==> config.mk <==
export PLATFORM = sky130hd
export DESIGN_NAME = ai_simd_mac_engine_flat
export DESIGN_NICKNAME = d
export VERILOG_FILES = /design/src/rtl/ai_pkg.sv /design/src/rtl/ai_simd_mac_engine_if.sv /design/src/rtl/simd_lane_dot.sv /design/src/rtl/ai_simd_mac_engine.sv /design/src/flat_wrapper.sv
export SDC_FILE = /design/constraint.sdc
export NUM_CORES = 1
export LEC_CHECK = 0
export CORE_ASPECT_RATIO = 0.7
export CORE_MARGIN = 3
export CORE_UTILIZATION = 60
export DETAILED_ROUTE_END_ITERATION = 8
export PLACE_DENSITY_LB_ADDON = 0.12
export SKIP_LAST_GASP = 1
export SYNTH_ARGS = -nofsm -noshare
export SYNTH_HDL_FRONTEND = slang
export SYNTH_HIERARCHICAL = 1
export SYNTH_SLANG_ARGS = --single-unit
==> constraint.sdc <==
create_clock -name clk -period 25.9 [get_ports clk]
set_input_delay 3.885 -clock clk [delete_from_list [all_inputs] [get_ports clk]]
set_output_delay 3.885 -clock clk [all_outputs]
set_load 0.01 [all_outputs]
### Placed standard cells, run 1

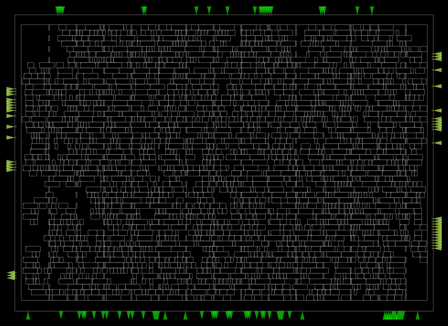
fill cell count: 2389
CORE AREA: 28300 µm²
Site Rows: 51
n_taps: 371

### Wiring heat map, run 1

Bar = 50 µm. The die is cut into 21 by 15 equal tiles; black is low, pale yellow is high, scaled to the fullest tile. Values are wire area over tile area, all layers added.
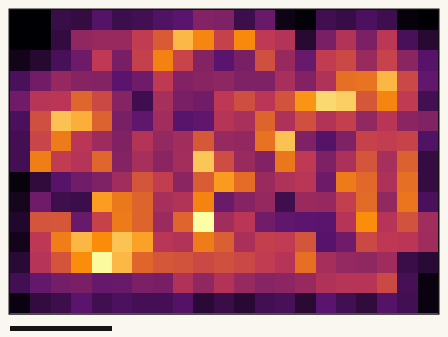
emptiest ninth of the die = top left
densest ninth of the die = middle
mean over tiles = 0.20
GRT Overall Usage: 27.1%
Wirelength per Cell: 16.5 µm

### Sequential cells grouped by signal name, run 1

Other sequential cells in the stronger gray, the rest of the logic in the fainter gray.
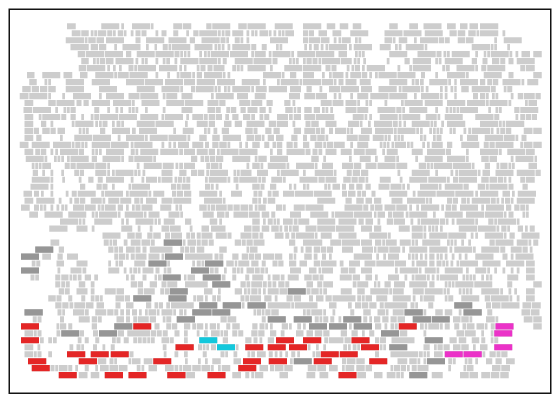
red -> u_core/bus.result  # placed flops 32
cyan -> u_core/mode_q  # placed flops 2
magenta -> u_core/len_q  # placed flops 5, where bottom right
not colored = 42
final core occ: 67.7%
flop share of the area: 8.46%
sequential cell area: 1620 µm²

### Zoomed window, run 1

Bar = 20 µm. Region (28, 12) to (78, 62) µm. Cells in gray, sequential cells in the stronger gray; small squares are vias.
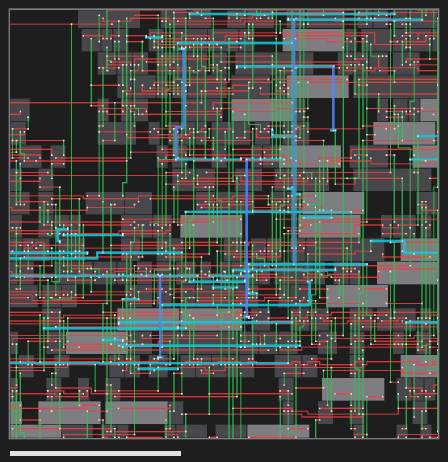
green -> metal 2
cyan -> metal 3
blue -> metal 4
red -> metal 1
most frequent = a21oi_1 (29), nand2_1 (24), dfxtp_1 (19)
cells with their middle in the window = 203
sequential cells in the window = 20

==> impl_metrics.py <==
# Auto-generated metrics
metrics = {
    "status": {
        "status": "finished, final reports clean",
    },
    "synth": {
        "numSynthFlops": 81,
        "ys_sh_adder_pct": 46.1,
        "most_common_cell": "inv_1",
        "ys_sh_simple_pct": 17.4,
        "postSynthSeqShare_pct": 9.23,
        "synthTopCellsByCount": "inv_1 (366), fa_1 (288), nand2_1 (250)",
        "synthArstFlopShare_pct": 0,
        "postSynthAreaPerCell_um2": 8.60,
        "synth_cell_types": 83,
        "ys_sh_aoi_pct": 11.5,
        "yosysChipArea_um2": 17600,
        "synth.mux.area_fraction_pct": 0.285,
        "topCellsByArea": "fa_1 (33%), ha_1 (13%), dfxtp_1 (9.2%)",
        "ys_warn_count": 6,
        "logic_family": "adder cells",
        "flop_cell": "dfxtp_1",
        "synthesis.nets": 2591,
        "edf_count": 0,
        "yosys_cells": 2041,
        "ys_sh_xor_pct": 5.69,
        "syn_area_um2": 17600,
        "yosysTopAreaCell": "fa_1",
        "top_cell_area_share_pct": 32.8,
        "synthCells": 2041,
    },
    "clock_tree": {
        "cts.path.max_buffers": 2,
        "cts-root-buf": "clkbuf_16",
        "cts_buffers": 9,
        "cts_setup_buffers": 0,
        "holdBufCountCts": 0,
        "cts.sink_count": 81,
        "cts_tree": "done",
        "clk_latency_ns": 0.34,
        "h-tree-depth": 3,
        "path_clk_slew_ns": 0.07,
        "cts.repair.resized": 0,
    },
    "final_timing": {
        "relSlewSlack_pct": 17.1,
        "clock.fmax_mhz": 71.3,
        "rsz0062_at_grt": "false",
        "hold_ws_ns": 0.458,
        "tightest_slew_ns": 1.24,
        "setup_viol": 0,
        "fin_crit_sh_pct": 54.1,
        "setup_tns_ns": 0,
        "finalHoldViolations": 0,
        "layout_min_cycle_time_ns": 14.02,
        "drv_slew": 0,
        "finalClockSkew_ns": 0.0106,
    },
    "drt": {
        "via_per_inst": 5.62,
        "drt_pass1_iterations": 6,
        "drtIter0Drc": 1091,
        "wl_met2_um": 18000,
        "wirelength_um": 40700,
        "routed-via-count": 13900,
        "routed.top_layer": "met4",
        "antenna_left": 0,
        "remaining_drc_errors": 0,
        "m1WireLength_um": 20200,
        "wl_met3_um": 2210,
    },
    "floorplanning": {
        "die_x_um": 210,
        "fp_util_pct": 62.0,
        "die_h_um": 149,
        "dieArea_um2": 31400,
        "ioPinCount": 112,
    },
    "place": {
        "port_buffers": 111,
        "dp_hpwl_um": 33900,
        "post_dp_cell_area_um2": 18800,
        "gp_congestion": 0.903,
    },
    "global_routing": {
        "antenna_found_initial": 0,
        "top_usage_layer": "met2",
        "grt_max_degree": 47,
        "grt_pass1_wl_um": 70300,
        "use_met3_pct": 3.36,
        "grt.met1_usage_pct": 41.6,
        "gr-total-overflow": 0,
        "grt_pass1_vias": 14400,
        "use_met2_pct": 42.5,
    },
    "critical_path": {
        "critPathTopFamily": "adder cells",
        "slowest_delay_ns": 0.65,
        "crit_required_ns": 26.13,
        "worst-path-buf-inv": 5,
        "cp_max_fo": 13,
        "cp-end-kind": "register",
        "reg2reg_slack_ns": 15.21,
        "reg2reg_depth": 38,
        "critPathMostFrequentCell": "fa_1",
        "worstSetupPathDepth": 38,
        "worstSetupPathType": "primary input to register",
        "worst_setup_path_start_kind": "primary input",
        "cp.arrival_ns": 14.25,
        "slowest_stage": "clkdlybuf4s50_1",
    },
    "layout": {
        "diodes": 0,
        "area_growth_pct": 9.18,
        "final_area_um2": 19200,
        "drive_above_1_share_pct": 3.53,
        "nNetsFinal": 2644,
    },
    "run": {
        "max_cap_viol_count": 0,
        "warning_count": 27,
    },
    "hold_path": {
        "whs_path_depth": 2,
        "hold_path_class": "register to register",
    },
}
-- run 1: cell type report --
cell class              instances  area [µm²]  share of cell area (%)
clock buffers                   9         225                    1.17
clock inverters                 7         111                   0.581
inverters                     367        1380                    7.18
multi-input cells            1518       14200                    74.1
flip-flops and latches         81        1620                    8.46
well taps                     371         464                    2.42
repair buffers                117        1160                    6.03
-- run 1: placed cells by master (no fill, tap or decap), types with 4 or more instances in the layout --
cell,instances
nand3b_1,4
inv_1,366
o22ai_1,4
nand2_1,250
a21o_1,23
clkbuf_16,9
o21ai_1,9
mux2i_1,5
o21bai_1,6
o211ai_1,20
nand2b_1,13
and2_1,130
buf_4,6
or2_2,11
o21a_1,25
clkdlybuf4s50_1,111
xor2_1,31
o21ai_2,7
nor2_1,68
or4_1,6
a31oi_1,6
nand3_1,35
nand4_1,15
nor3_1,28
xnor2_1,83
a211oi_1,8
dfxtp_1,80
and3_1,15
ha_1,186
o21ai_0,48
nor2b_1,11
nor4_1,11
fa_1,288
a21oi_1,107
-- run 1: stage by stage --
stage,worst slack (ns),util [%],std cells
6_report,11.88,67.7,2470
2_1_floorplan,12.89,-,2041
3_5_place_dp,11.69,66.5,2454
5_1_grt,11.29,67.7,2470
3_3_place_gp,11.84,66.5,2454
4_1_cts,12.00,67.7,2470
-- run 1: tightest hold or removal path: stages, from the launching register on --
cell,delay [ns]
dfxtp_1,0.31
nand2_1,0.05
a21oi_1,0.05
